### config.mk
export PLATFORM = sky130hd
export DESIGN_NAME = adc_fifo_read_ctrl
export DESIGN_NICKNAME = d
export VERILOG_FILES = /design/src/rtl/adc_ctrl_pkg.sv /design/src/rtl/adc_fifo_read_ctrl.sv
export SDC_FILE = /design/constraint.sdc
export NUM_CORES = 1
export LEC_CHECK = 0
export CAP_MARGIN = 20
export CORE_MARGIN = 2
export CORE_UTILIZATION = 44
export CTS_CLUSTER_DIAMETER = 50
export DETAILED_ROUTE_END_ITERATION = 10
export PLACE_DENSITY_LB_ADDON = 0.1
export SYNTH_ARGS = -nofsm -noshare
export SYNTH_HDL_FRONTEND = slang
export SYNTH_SLANG_ARGS = --single-unit
### constraint.sdc
create_clock -name clk_consumer -period 2.6 [get_ports clk_consumer]
set_input_delay 0.52 -clock clk_consumer [delete_from_list [all_inputs] [get_ports clk_consumer]]
set_output_delay 0.52 -clock clk_consumer [all_outputs]
set_load 0.05 [all_outputs]
### src/rtl/adc_ctrl_pkg.sv
// Shared state encoding, sample width and parameter defaults for adc_fifo_read_ctrl.
package adc_ctrl_pkg;

    localparam int ADC_W            = 12;
    localparam int DEF_READ_LATENCY = 1;
    localparam int DEF_AVG_LOG2     = 3;

    typedef enum logic [1:0] {
        IDLE = 2'd0,
        WAIT = 2'd1,
        OUT  = 2'd2
    } state_t;

endpackage

### src/rtl/adc_fifo_read_ctrl.sv
// Pops ADC samples from a FIFO and emits (with ADC_AVG_EN) the truncated mean of 2^AVG_LOG2 samples.
// Latency: pop strobe one cycle after non-empty seen; capture READ_LATENCY cycles after the pop.
// Backpressure: no pops while a result waits in OUT for sample_ready.
module adc_fifo_read_ctrl
    import adc_ctrl_pkg::*;
#(
    parameter int READ_LATENCY = DEF_READ_LATENCY,
    parameter int AVG_LOG2     = DEF_AVG_LOG2
) (
    input  logic             clk_consumer,
    input  logic             rst_n,
    input  logic [ADC_W-1:0] fifo_data,
    input  logic             fifo_empty,
    output logic             fifo_read_en,
    output logic [ADC_W-1:0] sample_data,
    output logic             sample_valid,
    input  logic             sample_ready,
    output logic             busy
);

    if (READ_LATENCY < 1 || READ_LATENCY > 2) begin : g_bad_latency
        $error("adc_fifo_read_ctrl: READ_LATENCY must be 1 or 2");
    end
    if (AVG_LOG2 < 0 || AVG_LOG2 > 4) begin : g_bad_avg
        $error("adc_fifo_read_ctrl: AVG_LOG2 must be 0..4");
    end

    state_t           state_q, state_d;
    logic             rd_en_q, rd_en_d;
    logic [1:0]       lat_cnt_q, lat_cnt_d;
    logic [ADC_W-1:0] sample_data_q, sample_data_d;
    logic             sample_valid_q, sample_valid_d;

`ifdef ADC_AVG_EN
    localparam int               ACC_W = ADC_W + AVG_LOG2;
    localparam int               CNT_W = AVG_LOG2 + 1;
    localparam logic [CNT_W-1:0] BATCH = CNT_W'(1 << AVG_LOG2);

    // Sized so 2^AVG_LOG2 full-scale samples can never wrap.
    logic [ACC_W-1:0] acc_q, acc_d, acc_sum;
    logic [CNT_W-1:0] cnt_q, cnt_d, cnt_inc;
`endif

    always_comb begin
        state_d        = state_q;
        rd_en_d        = 1'b0;
        lat_cnt_d      = lat_cnt_q;
        sample_data_d  = sample_data_q;
        sample_valid_d = sample_valid_q;
`ifdef ADC_AVG_EN
        acc_d   = acc_q;
        cnt_d   = cnt_q;
        acc_sum = acc_q + ACC_W'(fifo_data);
        cnt_inc = cnt_q + CNT_W'(1);
`endif
        unique case (state_q)
            IDLE: begin
                if (!fifo_empty) begin
                    rd_en_d   = 1'b1;
                    lat_cnt_d = 2'(READ_LATENCY);
                    state_d   = WAIT;
                end
            end
            WAIT: begin
                // Counter reaches zero in the cycle the FIFO data is valid.
                if (lat_cnt_q != 2'd0) begin
                    lat_cnt_d = lat_cnt_q - 2'd1;
                end else begin
`ifdef ADC_AVG_EN
                    acc_d = acc_sum;
                    cnt_d = cnt_inc;
                    if (cnt_inc == BATCH) begin
                        sample_data_d  = acc_sum[ACC_W-1 -: ADC_W];
                        sample_valid_d = 1'b1;
                        state_d        = OUT;
                    end else begin
                        state_d = IDLE;
                    end
`else
                    sample_data_d  = fifo_data;
                    sample_valid_d = 1'b1;
                    state_d        = OUT;
`endif
                end
            end
            OUT: begin
                if (sample_ready) begin
                    sample_valid_d = 1'b0;
                    state_d        = IDLE;
`ifdef ADC_AVG_EN
                    acc_d = '0;
                    cnt_d = '0;
`endif
                end
            end
            default: state_d = IDLE;
        endcase
    end

    always_ff @(posedge clk_consumer or negedge rst_n) begin
        if (!rst_n) begin
            state_q        <= IDLE;
            rd_en_q        <= 1'b0;
            lat_cnt_q      <= 2'd0;
            sample_data_q  <= '0;
            sample_valid_q <= 1'b0;
`ifdef ADC_AVG_EN
            acc_q <= '0;
            cnt_q <= '0;
`endif
        end else begin
            state_q        <= state_d;
            rd_en_q        <= rd_en_d;
            lat_cnt_q      <= lat_cnt_d;
            sample_data_q  <= sample_data_d;
            sample_valid_q <= sample_valid_d;
`ifdef ADC_AVG_EN
            acc_q <= acc_d;
            cnt_q <= cnt_d;
`endif
        end
    end

    assign fifo_read_en = rd_en_q;
    assign sample_data  = sample_data_q;
    assign sample_valid = sample_valid_q;
    assign busy         = (state_q != IDLE);

endmodule

==> COMMIT_EDITMSG <==
Add synthesis and place-and-route results

* Time the final worst path needs with I/O delays and setup: 2.352 ns
- For the worst reg-to-reg path, the endpoint reported by OpenROAD is sample_data[9]$_DFFE_PN0P_.
- In this run the cell area of the synthesized design comes to 779.5 sq um.
- Met2 WL: 658 microns
- Clock Skew: 0.002827 ns
- The cell type that accounts for the most area after synthesis is sky130_fd_sc_hd__dfrtp_1.
- The initial antenna violation count came to 0.
- Vias per std cell: 5.029
- Die Wd: 46.09 microns
- H-tree levels: 1
- Kind of cell adding the most delay to the critical path: buffers and inverters
* Post-Route Hold Slack: 0.5187 ns
* Top non-seq family: multiplexers
- Number of cells on the worst hold path: 1
* Clock buffers created by TritonCTS: 3
* Startpoint of the worst setup timing path: state_q[0]$_DFFE_PN0P_
* Mean post-synth cell area: 14.17 sq um
* Slew @ Worst Pin: 0.8345 ns
- The run finished with clean final reports.
- Highest layer used for signal routing: met4
- Max-Cap Viols: 0
- Wire length of the first global-routing pass: 2.152 mm
- Looking at the clock tree report, the maximum root-to-sink buffer count equals 2.
- TritonCTS clock tree: built
- Number of hold buffers added after cts: 0
- The register with the most flip-flops in the layout has 12 of them.
- Per the placement log, port buffering inserted 30 buffers.
- Fillers: 135
* Final net count: 106
* Most frequent cells after synthesis: 18 x sky130_fd_sc_hd__dfrtp_1, 9 x sky130_fd_sc_hd__mux2_4, 4 x sky130_fd_sc_hd__a21oi_1, 4 x sky130_fd_sc_hd__inv_1, 4 x sky130_fd_sc_hd__nand2_1
* Synth mux share: 0.2167
- For met3 alone, demand over resource in global routing was 0.02353.
- The global routing report lists met2 layer usage as 0.2194.
* Post-cts gate resize count: 0
* Clock Sinks: 18
* Number of standard cells reported by yosys: 55
- In the Yosys stats the netlist draws on 16 distinct library cells.
* HP Class: register to register
- Worst Path Class, Setup: register to output port
- Critical Path, Cell by Cell: or2_2 > clkdlybuf4s50_1
- The synthesis log from Yosys contains 0 warnings.
layout make-up:
type	count	area, sq um	area share
Timing Repair Buffer	30	300.3	0.2679
Sequential cell	18	450.4	0.4018
Clock buffer	4	36.28	0.03237
Tap cell	17	21.27	0.01897
Multi-Input combinational cell	31	297.8	0.2656
Inverter	4	15.01	0.01339
cell usage in the layout, fill, tap and decap left out, drive strengths merged:
cell / instances
a21oi: 4
nand3: 1
o32ai: 1
clkdlybuf4s50: 30
o21ai: 1
o31ai: 2
dfrtp: 18
mux2: 12
nand2: 4
or2: 1
nor2: 2
clkbuf: 4
inv: 4
ha: 2
a22o: 1
where the power goes:
group	internal [W]	switching [W]
combinational	0.000437	0.000617
sequential	0.000417	0.0000923
clock	0.0000853	0.0000856
total	0.000939	0.000795
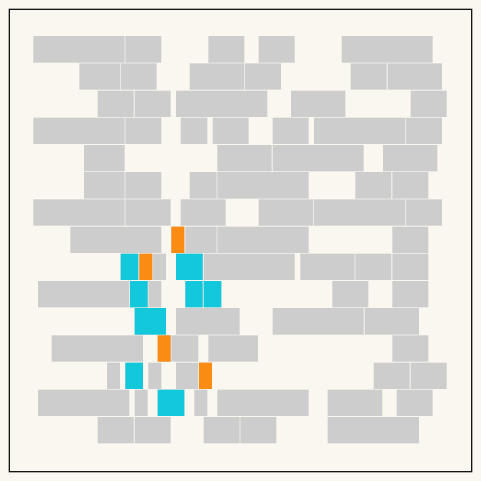
**Above:** gate families picked out.
(10 px per micron)
Key: orange = inv cells [cells 4]; cyan = aoi and oai cells [cells 8]
most common logic cell in the routed design: sky130_fd_sc_hd__clkdlybuf4s50_1
proportion of cell area occupied by multi-input gates: 0.2656
final standard cell count with taps included and fillers excluded: 104

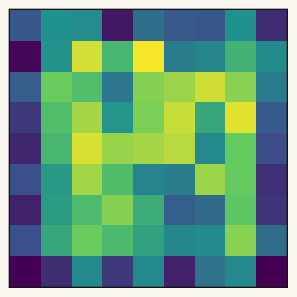
**Above:** cell density map.
(6 px per micron) 9 x 9 tiles, from dark purple (low) to yellow (high), 0 to 100% covered.
The densest ninth of the die: center. The mean over all tiles is 52%. 3.7% of the tiles are nearly empty.
fraction of the core area covered by cells at the end of the flow: 0.6637
pre-placement core utilization: 0.4615
floorplan core area: 1689 sq um

No activity file was given, so power comes from the tool's default toggle rates.
